## src/rtl/rom_slot_scheduler.sv

```systemverilog
// Round-robin scheduler sharing one synchronous sample ROM among
// several audio channels, with latency-matched return routing.
module rom_slot_scheduler #(
  parameter int NUM_CH      = 3,
  parameter int ADDR_W      = 16,
  parameter int DATA_W      = 16,
  parameter int ROM_LATENCY = 1
) (
  input  logic                     CLK_50Mhz,
  input  logic                     reset,
  input  logic [NUM_CH-1:0]        req_strobe,
  input  logic [NUM_CH*ADDR_W-1:0] req_index,
  input  logic [NUM_CH*ADDR_W-1:0] ch_base,
  input  logic [NUM_CH*ADDR_W-1:0] ch_length,
  output logic [ADDR_W-1:0]        rom_address,
  input  logic [DATA_W-1:0]        rom_q,
  output logic [NUM_CH*DATA_W-1:0] data_out,
  output logic [NUM_CH-1:0]        data_valid,
  output logic [NUM_CH-1:0]        range_err,
  output logic                     busy
);

  localparam int CH_W  = (NUM_CH > 1) ? $clog2(NUM_CH) : 1;
  localparam int CW1   = CH_W + 1;
  localparam int DEPTH = ROM_LATENCY + 1;

  localparam logic [0:0] S_IDLE = 1'b0;
  localparam logic [0:0] S_RUN  = 1'b1;

  logic [NUM_CH-1:0]           pend_q, pend_d, req;
  logic [CH_W-1:0]             ptr_q, ptr_d;
  logic [CH_W-1:0]             gnt_ch, cand;
  logic [CW1-1:0]              sum;
  logic                        gnt_vld;
  logic [ADDR_W-1:0]           sel_idx, sel_base, sel_len;
  logic                        len_zero, clamp, issue;
  logic [ADDR_W-1:0]           addr_q, addr_d;
  logic [DEPTH-1:0]            tv_q, tv_d;
  logic [DEPTH-1:0][CH_W-1:0]  tc_q, tc_d;
  logic [CH_W-1:0]             ret_ch;
  logic                        ret;
  logic [NUM_CH*DATA_W-1:0]    dout_q, dout_d;
  logic [NUM_CH-1:0]           dv_q, dv_d;
  logic [NUM_CH-1:0]           rerr_q, rerr_d;
  logic [0:0]                  state_q, state_d;

  // A fresh strobe competes in the same edge it arrives
  always_comb begin
    req     = pend_q | req_strobe;
    gnt_vld = 1'b0;
    gnt_ch  = '0;
    sum     = '0;
    cand    = '0;
    for (int n = 0; n < NUM_CH; n++) begin
      sum = {1'b0, ptr_q} + CW1'(n);
      if (sum >= CW1'(NUM_CH)) sum = sum - CW1'(NUM_CH);
      cand = sum[CH_W-1:0];
      if (!gnt_vld && req[cand]) begin
        gnt_vld = 1'b1;
        gnt_ch  = cand;
      end
    end
  end

  always_comb begin
    sel_idx  = req_index[gnt_ch*ADDR_W +: ADDR_W];
    sel_base = ch_base[gnt_ch*ADDR_W +: ADDR_W];
    sel_len  = ch_length[gnt_ch*ADDR_W +: ADDR_W];
    len_zero = (sel_len == '0);
    clamp    = (sel_idx >= sel_len);
    issue    = gnt_vld && !len_zero;
    addr_d   = addr_q;
    if (issue)
      addr_d = clamp ? sel_base + sel_len - ADDR_W'(1)
                     : sel_base + sel_idx;
  end

  always_comb begin
    pend_d = req;
    ptr_d  = ptr_q;
    rerr_d = '0;
    if (gnt_vld) begin
      pend_d[gnt_ch] = pend_q[gnt_ch] & req_strobe[gnt_ch];
      ptr_d = (gnt_ch == CH_W'(NUM_CH - 1)) ? '0 : gnt_ch + 1'b1;
      rerr_d[gnt_ch] = len_zero | clamp;
    end
  end

  // Tag pipeline tracks which channel owns each word in the ROM
  always_comb begin
    tv_d   = {tv_q[DEPTH-2:0], issue};
    tc_d   = {tc_q[DEPTH-2:0], gnt_ch};
    ret    = tv_q[DEPTH-1];
    ret_ch = tc_q[DEPTH-1];
    dv_d   = '0;
    dout_d = dout_q;
    if (ret) begin
      dv_d[ret_ch] = 1'b1;
      dout_d[ret_ch*DATA_W +: DATA_W] = rom_q;
    end
  end

  always_comb begin
    state_d = S_IDLE;
    unique case (1'b1)
      (|pend_d), (|tv_d), (|dv_d): state_d = S_RUN;
      default:                     state_d = S_IDLE;
    endcase
  end

  always_ff @(posedge CLK_50Mhz or posedge reset) begin
    if (reset) begin
      pend_q  <= '0;
      ptr_q   <= '0;
      addr_q  <= '0;
      tv_q    <= '0;
      tc_q    <= '0;
      dout_q  <= '0;
      dv_q    <= '0;
      rerr_q  <= '0;
      state_q <= S_IDLE;
    end else begin
      pend_q  <= pend_d;
      ptr_q   <= ptr_d;
      addr_q  <= addr_d;
      tv_q    <= tv_d;
      tc_q    <= tc_d;
      dout_q  <= dout_d;
      dv_q    <= dv_d;
      rerr_q  <= rerr_d;
      state_q <= state_d;
    end
  end

  assign rom_address = addr_q;
  assign data_out    = dout_q;
  assign data_valid  = dv_q;
  assign range_err   = rerr_q;
  assign busy        = (state_q == S_RUN);

endmodule

```

## config.mk

```make
export PLATFORM = sky130hd
export DESIGN_NAME = rom_slot_scheduler
export DESIGN_NICKNAME = d
export VERILOG_FILES = /design/src/rtl/rom_slot_scheduler.sv
export SDC_FILE = /design/constraint.sdc
export NUM_CORES = 1
export LEC_CHECK = 0
export CAP_MARGIN = 10
export CORE_MARGIN = 4
export CORE_UTILIZATION = 30
export DETAILED_ROUTE_END_ITERATION = 6
export SLEW_MARGIN = 25
export SYNTH_ARGS = -nofsm -noshare
export SYNTH_HDL_FRONTEND = slang
export SYNTH_SLANG_ARGS = --single-unit
```

## constraint.sdc

```tcl
create_clock -name CLK_50Mhz -period 9.9 [get_ports CLK_50Mhz]
set_input_delay 1.98 -clock CLK_50Mhz [delete_from_list [all_inputs] [get_ports CLK_50Mhz]]
set_output_delay 1.98 -clock CLK_50Mhz [all_outputs]
set_load 0.1 [all_outputs]
```

### Routed metal, one color a layer

Two of the layers only.
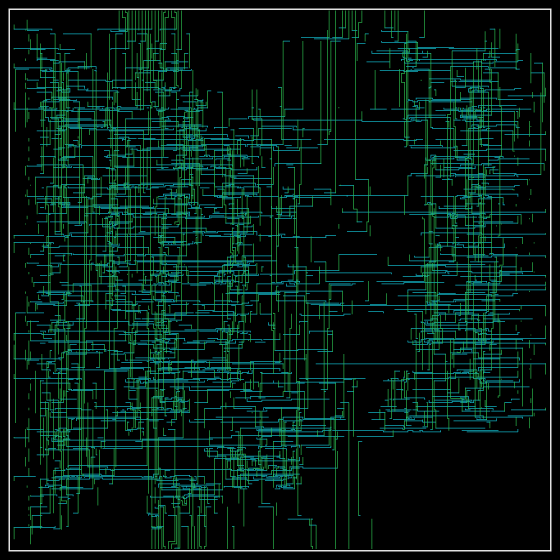
legend:
  M2:
    color: green
    wire_length: 8610 µm
  M1:
    color: cyan
    wire_length: 8840 µm
final wirelength: 19200 µm
wire length per cell: 16.8 µm

### The clock network

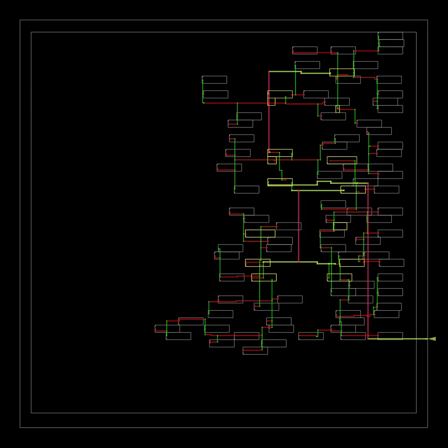
Clock Skew: 0.00723 ns
clk_lat worst skew: 0.33 ns

### Gate families picked out

Bar = 50 µm.
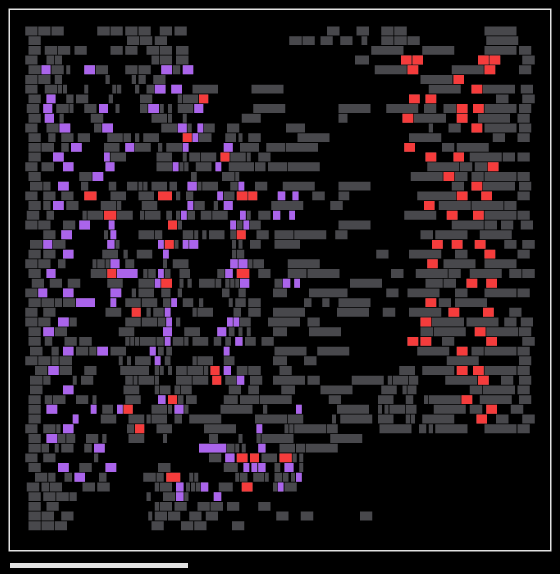
legend:
  aoi and oai cells:
    color: purple
    cells: 117
  non-inverting ao/oa cells:
    color: red
    cells: 73
Comb/total area: 41.3%
Top cell excl fill/tap: clkdlybuf4s50_1

==> impl_metrics.ini <==
; physical design summary
[yosys]
simple_gate_share_pct = 13.1
synth_top_area_share_pct = 33.3
edf_count = 0
yosys_warnings = 0
xor_share_pct = 4.20
top_cell = dfrtp_1
ys_sh_mux_pct = 5.78

[cells_and_area]
finalNetCount = 1100
final_util_pct = 45.1

[sta]
drv_slew = 0
setup_violations = 0
rsz0062_at_grt = no
finalWorstSetupSlack_ns = 3.17

[setup_path]
rr_endpoint = rom_address[15]
endpoint = rom_address[15]
path_class = in -> reg
r2r_slack_ns = 4.44
r2r_cells = 22
crit_path_end_kind = register

[place]
post-place-ws_ns = 2.78

[die]
fp.dieArea_um2 = 22900
ioPinCount = 236
rows = 52

[cts]
htreeDepth = 3
cts_made_buffers = 9
cts_tree = built

[worst_hold_path]
min_from = tc_d[2]

[grt]
global_route.usage.met1_pct = 21.7
grt_pass1_wl_um = 29400
met3_usage_pct = 3.53
grt_pass1_vias = 5551
grt_start_max_net_pins = 83
gr-max-usage-layer = met2

[detailed_routing]
vias = 5623
dr_wl_met2_um = 8610

[run_status]
outcome = finished clean

[flow_run]
warnings = 30
### Sequential cells grouped by signal name

Bar = 50 µm. Other sequential cells in the stronger gray, the rest of the logic in the fainter gray.
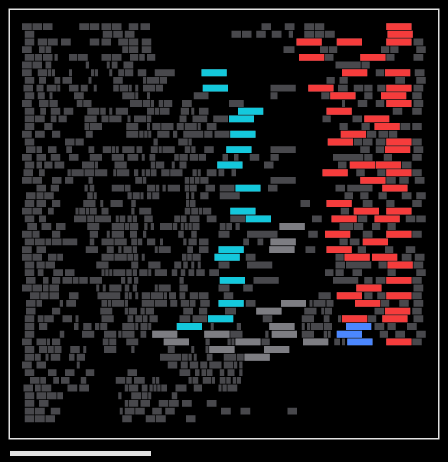
legend:
  rom_address:
    color: cyan
    placed_flops: 16
  data_out:
    color: red
    placed_flops: 48
  data_valid:
    color: blue
    placed_flops: 3
not colored: 15
Seq area share: 22.5%
Sequential Area: 2050 µm²

### Pin map

Pins as bars across the die edge, other pins in gray.
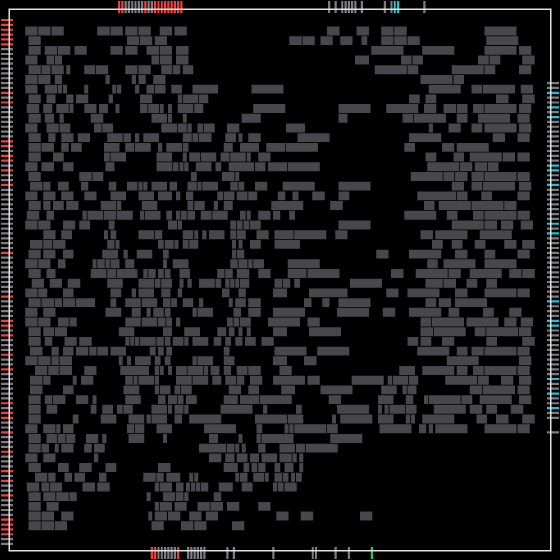
legend:
  busy:
    color: green
    pins: 1
    direction: output
    edge: bottom
  ch_base:
    color: red
    pins: 48
    direction: input
    edge: 33 left, 12 top, 3 bottom
  rom_q:
    color: cyan
    pins: 16
    direction: input
    edge: 14 right, 2 top
all pins by edge: 109 left, 71 right, 33 top, 23 bottom
die width: 151 µm
I/O Buffers: 235
Die H: 151 µm

-- area by class of cell --
cell class	instances	area [µm²]
clock buffers	11	243
clock inverters	4	76.3
fillers	1972	11100
inverters	67	253
multi-input cells	466	3770
flip-flops and latches	82	2050
well taps	270	338
repair buffers	241	2400
-- state kept, by name, summed over array words and instances, names as in the netlist --
name         flops
data_out        48
rom_address     16
data_valid       3
pend_q           3
range_err        3
ptr_q            2
ret_ch           2
tc_d             2
tv_q             2
busy             1
-- per-stage QoR --
step	hold slack [ns]	instance area, µm²	instances
global placement	0.335	8800	1126
detailed placement	0.338	8810	1126
global route	0.363	9130	1141
CTS	0.347	9130	1141
finish	0.344	9130	1141
floorplan	0.331	6170	640
